Run 1, where the registers sit:
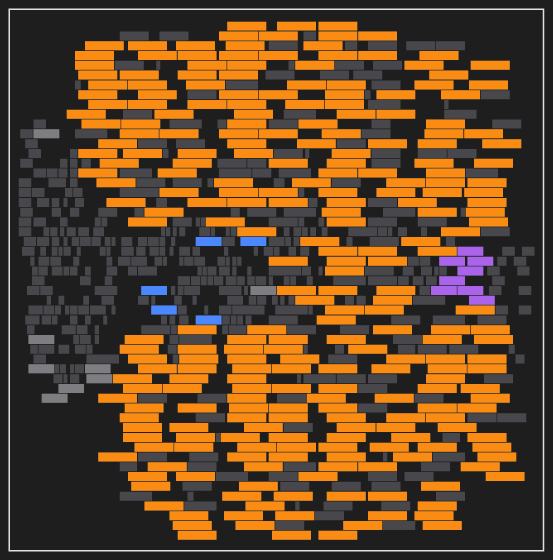
Run 1, power grid:
Pins as bars on the die edge.
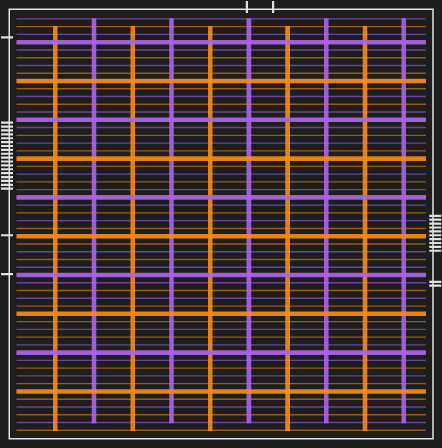
Run 1, clock routing:
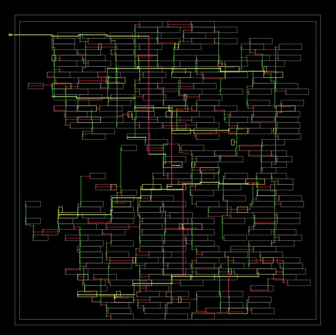
==> config.mk <==
export PLATFORM = sky130hd
export DESIGN_NAME = text_buffer
export DESIGN_NICKNAME = d
export VERILOG_FILES = /design/src/rtl/text_buffer.sv
export SDC_FILE = /design/constraint.sdc
export NUM_CORES = 1
export LEC_CHECK = 0
export CAP_MARGIN = 20
export CORE_AREA = 2 2 146 148
export CTS_CLUSTER_SIZE = 30
export DETAILED_ROUTE_END_ITERATION = 10
export DIE_AREA = 0 0 148 150
export PLACE_DENSITY = 0.72
export SLEW_MARGIN = 5
export SYNTH_ARGS = -nofsm -noshare
export SYNTH_HDL_FRONTEND = slang
export SYNTH_SLANG_ARGS = --single-unit
==> constraint.sdc <==
create_clock -name clk -period 6.85 [get_ports clk]
set_input_delay 1.37 -clock clk [delete_from_list [all_inputs] [get_ports clk]]
set_output_delay 1.37 -clock clk [all_outputs]
set_load 0.01 [all_outputs]
==> src/rtl/text_buffer.sv <==
// text_buffer: ROWS x COLS character grid with a cursor, driven by key-decoder
// strobes. After reset a sweep fills every cell with spaces. After that, at most
// one key event is applied per cycle. A registered read port serves the renderer.
module text_buffer #(
    parameter int COL_BITS = 4,
    parameter int ROW_BITS = 1,
    parameter int ROWS     = 2
) (
    input  logic                clk,
    input  logic                i_sclr,
    input  logic                i_en,
    input  logic [7:0]          i_ascii,
    input  logic                i_ascii_en,
    input  logic                i_right_en,
    input  logic                i_down_en,
    input  logic                i_left_en,
    input  logic [ROW_BITS-1:0] i_rd_row,
    input  logic [COL_BITS-1:0] i_rd_col,
    output logic [7:0]          o_rd_char,
    output logic [ROW_BITS-1:0] o_cur_row,
    output logic [COL_BITS-1:0] o_cur_col,
    output logic                o_busy,
    output logic                o_upd
);

    localparam int                 AW       = ROW_BITS + COL_BITS;
    localparam int                 DEPTH    = 2 ** AW;
    localparam logic [AW-1:0]      CLR_LAST = AW'(ROWS * (2 ** COL_BITS) - 1);
    localparam logic [COL_BITS-1:0] COL_MAX = '1;
    localparam logic [ROW_BITS-1:0] ROW_MAX = ROW_BITS'(ROWS - 1);
    localparam logic [7:0]         CH_BS    = 8'h08;
    localparam logic [7:0]         CH_SP    = 8'h20;

    typedef enum logic {
        S_CLEAR,
        S_IDLE
    } state_t;

    state_t              r_state;
    logic [AW-1:0]       r_clr_addr;
    logic [ROW_BITS-1:0] r_cur_row;
    logic [COL_BITS-1:0] r_cur_col;
    logic                r_busy;
    logic                r_upd;
    logic [7:0]          r_rd_char;
    logic [7:0]          r_mem [DEPTH];

    logic                w_we;
    logic [AW-1:0]       w_waddr;
    logic [7:0]          w_wdata;
    logic [ROW_BITS-1:0] w_nxt_row;
    logic [COL_BITS-1:0] w_nxt_col;
    logic                w_evt;

    // Decode the single highest-priority key event into a write and a new cursor.
    always_comb begin
        w_we      = 1'b0;
        w_waddr   = {r_cur_row, r_cur_col};
        w_wdata   = CH_SP;
        w_nxt_row = r_cur_row;
        w_nxt_col = r_cur_col;
        w_evt     = 1'b0;
        if (r_state == S_CLEAR) begin
            w_we    = 1'b1;
            w_waddr = r_clr_addr;
        end else if (i_en) begin
            if (i_ascii_en) begin
                if (i_ascii == CH_BS) begin
                    if (r_cur_col != '0) begin
                        w_nxt_col = r_cur_col - COL_BITS'(1);
                        w_we      = 1'b1;
                        w_waddr   = {r_cur_row, r_cur_col - COL_BITS'(1)};
                        w_evt     = 1'b1;
                    end else if (r_cur_row != '0) begin
                        w_nxt_row = r_cur_row - ROW_BITS'(1);
                        w_nxt_col = COL_MAX;
                        w_we      = 1'b1;
                        w_waddr   = {r_cur_row - ROW_BITS'(1), COL_MAX};
                        w_evt     = 1'b1;
                    end
                end else begin
                    w_we    = 1'b1;
                    w_wdata = i_ascii;
                    w_evt   = 1'b1;
                    if (r_cur_col == COL_MAX) begin
                        w_nxt_col = '0;
                        w_nxt_row = (r_cur_row == ROW_MAX) ? '0 : r_cur_row + ROW_BITS'(1);
                    end else begin
                        w_nxt_col = r_cur_col + COL_BITS'(1);
                    end
                end
            end else if (i_left_en) begin
                if (r_cur_col != '0) begin
                    w_nxt_col = r_cur_col - COL_BITS'(1);
                    w_evt     = 1'b1;
                end
            end else if (i_right_en) begin
                if (r_cur_col != COL_MAX) begin
                    w_nxt_col = r_cur_col + COL_BITS'(1);
                    w_evt     = 1'b1;
                end
            end else if (i_down_en) begin
                if (ROWS > 1) begin
                    w_nxt_row = (r_cur_row == ROW_MAX) ? '0 : r_cur_row + ROW_BITS'(1);
                    w_evt     = 1'b1;
                end
            end
        end
        // A clear request overrides whatever the current state would write.
        if (i_sclr) begin
            w_we = 1'b0;
        end
    end

    // Control FSM: clear sweep, then event handling with registered status outputs.
    always_ff @(posedge clk) begin
        if (i_sclr) begin
            r_state    <= S_CLEAR;
            r_clr_addr <= '0;
            r_cur_row  <= '0;
            r_cur_col  <= '0;
            r_busy     <= 1'b1;
            r_upd      <= 1'b0;
        end else begin
            // Busy lags the state by one edge so it drops exactly when events start.
            r_busy <= (r_state == S_CLEAR);
            r_upd  <= 1'b0;
            case (r_state)
                S_CLEAR: begin
                    r_clr_addr <= r_clr_addr + AW'(1);
                    if (r_clr_addr == CLR_LAST) begin
                        r_state <= S_IDLE;
                    end
                end
                S_IDLE: begin
                    r_cur_row <= w_nxt_row;
                    r_cur_col <= w_nxt_col;
                    r_upd     <= w_evt;
                end
                default: r_state <= S_CLEAR;
            endcase
        end
    end

    // Character storage; no reset so it can map onto a RAM.
    always_ff @(posedge clk) begin
        if (w_we) begin
            r_mem[w_waddr] <= w_wdata;
        end
    end

    // Registered read port; a same-cycle write is not forwarded (old data returned).
    always_ff @(posedge clk) begin
        if (i_sclr) begin
            r_rd_char <= 8'h00;
        end else begin
            r_rd_char <= r_mem[{i_rd_row, i_rd_col}];
        end
    end

    assign o_rd_char = r_rd_char;
    assign o_cur_row = r_cur_row;
    assign o_cur_col = r_cur_col;
    assign o_busy    = r_busy;
    assign o_upd     = r_upd;

endmodule

==> qor.yml, run 1 <==
outcome:
  status: "completed"
finish:
  sh_comb_area_pct: 23.5
  buffers_excl_clock: 67
  final_common_cell: "edfxtp_1"
  final_nets: 670
  area_dominant_class: "flip-flops and latches"
  flop_area_um2: 8110
  area_growth_pct: 14.6
  diodes: 0
  stdcell_count: 942
  clk_share_pct: 6.52
  largest_reg_flops: 256
  design_area_um2: 13000
  inv_count: 5
  fin_util_pct: 62.6
synth:
  yosys_area_um2: 11300
  ys_async_sr_fraction_pct: 0
  compound_area_share_pct: 4.47
  ys_warn_count: 0
  ys_top_logic_family: "multiplexers"
  yosysSeqAreaShare_pct: 71.7
  ys.flop_type: "edfxtp_1"
  syn_area_um2: 11300
  netlist_instances: 583
  topCellsByArea: "edfxtp_1 (68%), mux4_2 (16%), dfxtp_1 (3.7%), nor3_1 (1.1%), nor2_1 (0.83%)"
  adder_share_pct: 0.443
  post-synth-top-area-cell: "edfxtp_1"
  top_area_share_pct: 68.0
  ys_types: 60
grt:
  grt_overflow_total: 0
  grt_antenna_before_repair: 0
final_timing:
  worst_slew_pin_slew_ns: 1.05
  finalWorstSetupSlack_ns: 2.44
  fin_hold_ws_ns: 0.609
  slew_viol_final: 0
  finalClockPeriodUsage_pct: 64.4
  slew_headroom_pct: 29.7
  max_clock_freq_mhz: 227
pwr:
  leakagePower_nw: 3.83
  vdd_drop_max_mv: 0.172
run:
  maxCapViolCount: 0
  openroad.warnings: 27
cts:
  hold_buffers: 0
  clkTransAtPathRegs_ns: 0.06
  cts_setup_buffers: 0
  cts-root-buf: "clkbuf_16"
  clock_sinks: 277
critical_path:
  cp-start-kind: "primary input"
  cp_cell_sequence: "clkdlybuf4s50_1 > nor4b_1 > nand2_1 > o211ai_1 > nand3_1 > nor3_1 > buf_4"
  endpoint_kind: "register"
  cp.depth: 7
  r2r-end: "r_mem[3][1]"
  critical_path.endpoint: "r_mem[3][1]"
  critical_path_buf_inv_count: 2
  worstPathMaxFanout: 8
  cp_top_family: "simple AND/OR/NAND/NOR gates"
  reg2reg_depth: 6
route:
  drtAntennaViolNets: 0
  viasPerCell: 6.20
  drtPass1Iterations: 5
  drt_iter0_markers: 574
  finalWirelength_um: 23300
floorplan:
  coreArea_um2: 20700
  fp_util_pct: 54.7
  ios: 35
placement:
  dp_cells: 879
  dp_hpwl_um: 15100
  placed_cell_area_um2: 12000
  pre_cts_slack_ns: 1.77
About 'where the registers sit':
Key: orange = r_mem [flops 256]; blue = r_clr_addr [flops 5]; purple = o_rd_char [flops 8, where east]
Another 8 sequential cells are not coloured.

About 'power grid':
Key: orange = VSS; purple = VDD
10 straps on met4. The core has 53 rows. 10 straps on met5. 35 signal pins sit on the boundary.

About 'clock routing':
clk latency late pin: 0.52 ns
flip-flops: 277
Clock Buffer Count: 38
CTS Buf Count: 27
Clock Skew: 0.0182 ns

## run 1: worst min-delay path, stage by stage (launching register included)
cell and delay, ns:
dfxtp_1 0.36, mux2i_1 0.15, nor2_1 0.05
## run 1: cells in the mapped netlist (3+ instances only)
cell and number:
mux2i_1 3, a21oi_1 9, buf_2 7, o211ai_1 6
edfxtp_1 256, and2_1 7, o31a_2 3, and3_1 3
inv_1 4, nand2_1 17, nand3_1 5, ha_1 4
buf_1 7, a31oi_1 3, a211o_1 4, nor2b_1 4
nand4_1 4, o21bai_1 3, o21ai_0 4, o31a_1 4
clkbuf_1 18, mux4_2 80, dfxtp_1 21, a22o_1 9
nor3_1 25, nor2_1 25, nor4_1 6
## run 1: cells by family after synthesis
kind of cell / count (synthesis)
flops: 277
fa+ha+maj: 4
compound gates: 63
simple gates: 112
mux: 85
buf+inv: 38
xor+xnor: 4
## run 1: where the power goes
part	internal [mW]	switching [mW]
registers	1.83	0.00632
clock network	0.807	0.577
logic	0.0678	0.0702
total	2.71	0.654
## run 1: worst min-delay path by stage
stage	startpoint	to	slack, ns	depth (start not counted)
after global routing	r_clr_addr[1]	r_clr_addr[1]	0.63	2
final	r_clr_addr[4]	r_clr_addr[4]	0.61	2
after global placement	r_clr_addr[1]	r_clr_addr[1]	0.58	2
after detailed placement	r_clr_addr[1]	r_clr_addr[1]	0.60	2
after floorplan	r_clr_addr[1]	r_clr_addr[1]	0.54	2
after CTS	r_clr_addr[1]	r_clr_addr[1]	0.61	2
## run 1: metal layers
metal / routed length [um] / vias up / GRT usage (%)
li1: - / 2575 / -
met1: 9830 / 2963 / 32.3
met2: 11000 / 275 / 34.1
met3: 1910 / 26 / 4.02
met4: 494 / 0 / 5.86
met5: 0 / - / 0
Run 1, selected gate families:
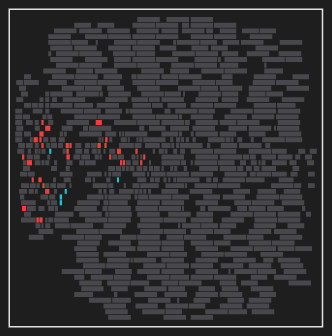

==> inputs of run 2 (changes only) <==
--- a/config.mk
+++ b/config.mk
@@ -6,11 +6,11 @@
 export NUM_CORES = 1
 export LEC_CHECK = 0
 export CAP_MARGIN = 20
-export CORE_AREA = 2 2 146 148
+export CORE_AREA = 2 2 147 149
 export CTS_CLUSTER_SIZE = 30
 export DETAILED_ROUTE_END_ITERATION = 10
-export DIE_AREA = 0 0 148 150
-export PLACE_DENSITY = 0.72
+export DIE_AREA = 0 0 149 151
+export PLACE_DENSITY = 0.74
 export SLEW_MARGIN = 5
 export SYNTH_ARGS = -nofsm -noshare
 export SYNTH_HDL_FRONTEND = slang
==> constraint.sdc (replaced) <==
create_clock -name clk -period 3.71 [get_ports clk]
set_input_delay 0.742 -clock clk [delete_from_list [all_inputs] [get_ports clk]]
set_output_delay 0.742 -clock clk [all_outputs]
set_load 0.01 [all_outputs]
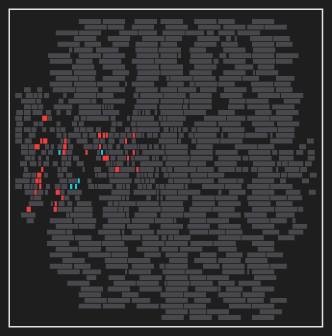
Run 2: selected gate families
Key: red = NAND gates [cells 30, where west]; cyan = inverters [cells 5, where west]

==> run 2 against run 1 <==
Register-to-register slack got worse by 2.7 ns. Critical path depth rose by 1. Die size rose by 1.3%. Clock power rose by 88%. Utilization rose by 0.83 points. Hold slack got worse by 0.012 ns. Critical endpoint is now r_mem[22][7]. Largest cell class unchanged.
==> qor.yml, run 2 <==
synth:
  topCellsByArea: "edfxtp_1 (68%), mux4_2 (16%), dfxtp_1 (3.7%), nor3_1 (1.1%), nor2_1 (0.83%)"  # unchanged
  netlist_instances: 583  # unchanged
  ys_types: 60  # unchanged
  ys_cells: 583  # unchanged
  synthTopCellsByCount: "edfxtp_1 (256), mux4_2 (80), nor2_1 (25), nor3_1 (25), dfxtp_1 (21)"  # unchanged
  synth_top_cell_by_count: "edfxtp_1"  # unchanged
  post-synth-top-area-cell: "edfxtp_1"  # unchanged
  edf_count: 256  # unchanged
  syn_area_um2: 11300  # unchanged
  ys_async_sr_fraction_pct: 0  # unchanged
  ys.flop_type: "edfxtp_1"  # unchanged
  yosys_area_um2: 11300  # unchanged
  yosysSeqAreaShare_pct: 71.7  # unchanged
  synth_nets: 607  # unchanged
  syn_avg_cell_area_um2: 19.4  # unchanged
  ys.flops: 277  # unchanged
  top_area_share_pct: 68.0  # unchanged
  ys_warn_count: 0  # unchanged
pwr:
  power-top-group: "sequential cells"  # unchanged
  power.internal_mw: 5.03  # was 2.71 mW
  vdd_drop_max_mv: 0.313  # was 0.172 mV
  powerSeq_mw: 3.40  # was 1.84 mW
  pwr-share-comb_pct: 4.3  # was 4.1%
  clkPwrFrac_pct: 41.4  # was 41.2%
  power_switching_mw: 1.23  # was 0.654 mW
  power_density_nw_per_um2: 473  # was 259 nW/um2
  p_clk_mw: 2.59  # was 1.38 mW
  comb-power_mw: 0.268  # was 0.138 mW
  leakagePower_nw: 3.99  # was 3.83 nW
  power_frac_seq_pct: 54.3  # was 54.7%
  swShare_pct: 19.6  # was 19.5%
grt:
  met2_usage_pct: 37.1  # was 34.1%
  grtUsageTotal_pct: 22.3  # was 21.8%
  grt-busiest-layer: "met2"  # unchanged
  grt_antenna_before_repair: 0  # unchanged
  grt_pass1_vias: 6075  # was 6019
  grt_pass1_wl_um: 37200  # was 36200 um
  use_met3_pct: 3.13  # was 4.02%
  use_met1_pct: 32.3  # about the same
  grt_overflow_total: 0  # unchanged
  grt_max_degree: 65  # was 46
final_timing:
  hold_violations: 0  # unchanged
  finalSetupViolations: 0  # unchanged
  slew_headroom_pct: 28.5  # was 29.7%
  worst_slew_pin_slew_ns: 1.06  # was 1.05 ns
  setup_tns_ns: 0  # unchanged
  slew_viol_final: 0  # unchanged
  rsz0062_at_grt: "false"  # unchanged
  period_needed_ns: 3.33
  finClkSkew_ns: 0.0132  # was 0.0182 ns
  max_clock_freq_mhz: 300
  finalWorstSetupSlack_ns: 0.378  # was 2.44 ns
  fin_hold_ws_ns: 0.597  # was 0.609 ns
  finalClockPeriodUsage_pct: 89.8
finish:
  final_common_cell: "edfxtp_1"  # unchanged
  fin_util_pct: 63.5  # was 62.6%
  layout-drive-gt1-share_pct: 28.3  # was 25.2%
  top_register: "r_mem"  # unchanged
  final_nets: 703  # was 670
  diodes: 0  # unchanged
  largest_reg_flops: 256  # unchanged
  area_growth_pct: 16.9  # was 14.6%
  final_cell_mix: "edfxtp_1 (256), mux4_2 (80), buf_4 (63)"  # was edfxtp_1 (256), mux4_2 (80), clkdlybuf4s50_1 (32)
floorplan:
  fp_util_pct: 54.3  # was 54.7%
  die-area_um2: 22500  # was 22200 um2
  coreArea_um2: 20800  # was 20700 um2
  die_y_um: 151  # was 150 um
  ios: 35  # unchanged
  rows: 53  # unchanged
  fp.dieW_um: 149  # was 148 um
route:
  drc: 0  # unchanged
  drtAntennaViolNets: 0  # unchanged
  drtPass1Iterations: 5  # unchanged
  viasPerCell: 6.29  # was 6.20
  drt_iter0_markers: 629  # was 574
  finalWirelength_um: 24300  # was 23300 um
  num_vias: 6125  # was 5839
  routedWlPerCell_um: 24.9  # was 24.7 um
critical_path:
  arrival_ns: 3.56  # was 4.65 ns
  critPathMaxStageDelay_ns: 0.63  # was 0.79 ns
  r2r-start: "o_cur_col[1]"  # was r_state
  crit_path_frequent_cell: "buf_4"
  worstPathMaxFanout: 8  # unchanged
  rrSetupSlack_ns: 0.40  # was 3.05 ns
  endpoint_kind: "register"  # unchanged
  cp_slowest_cell: "or4_1"  # was nor3_1
  critical_path_buf_inv_count: 3  # was 2
  cp-start-kind: "primary input"  # unchanged
  cp_top_family: "simple AND/OR/NAND/NOR gates"  # unchanged
  cp_cell_sequence: "clkdlybuf4s50_1 > or4_1 > buf_4 > a2111oi_2 > a211o_1 > o211ai_1 > nor3_1 > buf_4"  # was clkdlybuf4s50_1 > nor4b_1 > nand2_1 > o211ai_1 > nand3_1 > nor3_1 > buf_4
  cp_data_required_time_ns: 3.93  # was 7.09 ns
  r2r-end: "r_mem[25][5]"  # was r_mem[3][1]
  reg2reg_depth: 7  # was 6
  critical_path_class: "in -> reg"  # unchanged
cts:
  clk_latency_ns: 0.52  # about the same
  hold_buffers: 0  # unchanged
  cts-root-buf: "clkbuf_16"  # unchanged
  cts_made_buffers: 27  # unchanged
  htree_levels: 1  # unchanged
  clkTransAtPathRegs_ns: 0.06  # about the same
  cts_setup_buffers: 0  # unchanged
  clockBufferDepth: 3  # unchanged
  cts_resized: 0  # unchanged
  clock_sinks: 277  # unchanged
  cts_tree: "built"  # unchanged
placement:
  gp_congestion: 0.894  # was 0.846
  dp_hpwl_um: 15100  # about the same
  port_buffers: 34  # unchanged
  pre_cts_slack_ns: -0.146  # was 1.77 ns
run:
  openroad.warnings: 27  # unchanged
  maxCapViolCount: 0  # unchanged
outcome:
  status: "completed"  # unchanged
worst_hold_path:
  min_path_type: "reg -> reg"  # unchanged
  whs_endpoint: "r_clr_addr[0]"  # was r_clr_addr[4]
  hold_path_startpoint: "r_clr_addr[0]"  # was r_clr_addr[4]
  whs_path_depth: 2  # unchanged
[run 2: worst max-delay path by stage]
stage / start / cells after the start / slack, ns / endpoint
after floorplan: i_ascii[1] / 6 / 0.16 / r_mem[20][0]
after global placement: i_ascii[4] / 9 / -0.05 / r_mem[20][2]
after detailed placement: i_ascii[4] / 7 / -0.15 / r_mem[28][6]
after CTS: i_ascii[4] / 7 / 0.34 / r_mem[28][4]
after global routing: i_ascii[4] / 8 / 0.17 / r_mem[22][7]
final: i_ascii[4] / 8 / 0.38 / r_mem[22][7]
[run 2: cells by family after synthesis]
group	after synthesis	synth area share, %
DFF	277	71.7
AOI/OAI and AO/OA	63	4.47
muxes	85	16.4
adders and majority gates	4	0.443
buffers and inverters	38	1.41
and+or+nand+nor	112	5.28
xor gates and xnor gates	4	0.310
[run 2: area by class of cell]
class / count / area, um2
inverter: 5 / 18.8
timing repair buffer: 100 / 866
clock inverter: 11 / 110
sequential: 277 / 8110
fill: 1420 / 7610
multi-input combinational: 268 / 3040
clock buffer: 38 / 727
tap: 275 / 344
[run 2: routing by layer]
metal  vias up  routed length (um)
met1      3173               10200
met5         -                   0
met2       289               12000
met4         0                 335
li1       2631                   -
met3        32                1720
[run 2: stage by stage]
stage | std cells | area [um2] | power, mW
3_3_place_gp | 924 | 12400 | 3.73
5_1_grt | 974 | 13200 | 6.43
3_5_place_dp | 924 | 12400 | 3.73
6_report | 974 | 13200 | 6.26
4_1_cts | 973 | 13200 | 6.29
2_1_floorplan | 583 | 11300 | 3.63
[run 2: worst reg2reg max path, cell delays in order (launching register included)]
cell and delay, ns:
dfxtp_1 0.38, inv_1 0.16, ha_1 0.27, or3b_1 0.52, a211o_1 0.34, o211ai_1 0.27
nand4b_1 0.31, nor2_1 0.68
Power is estimated from default activity; no workload was simulated.
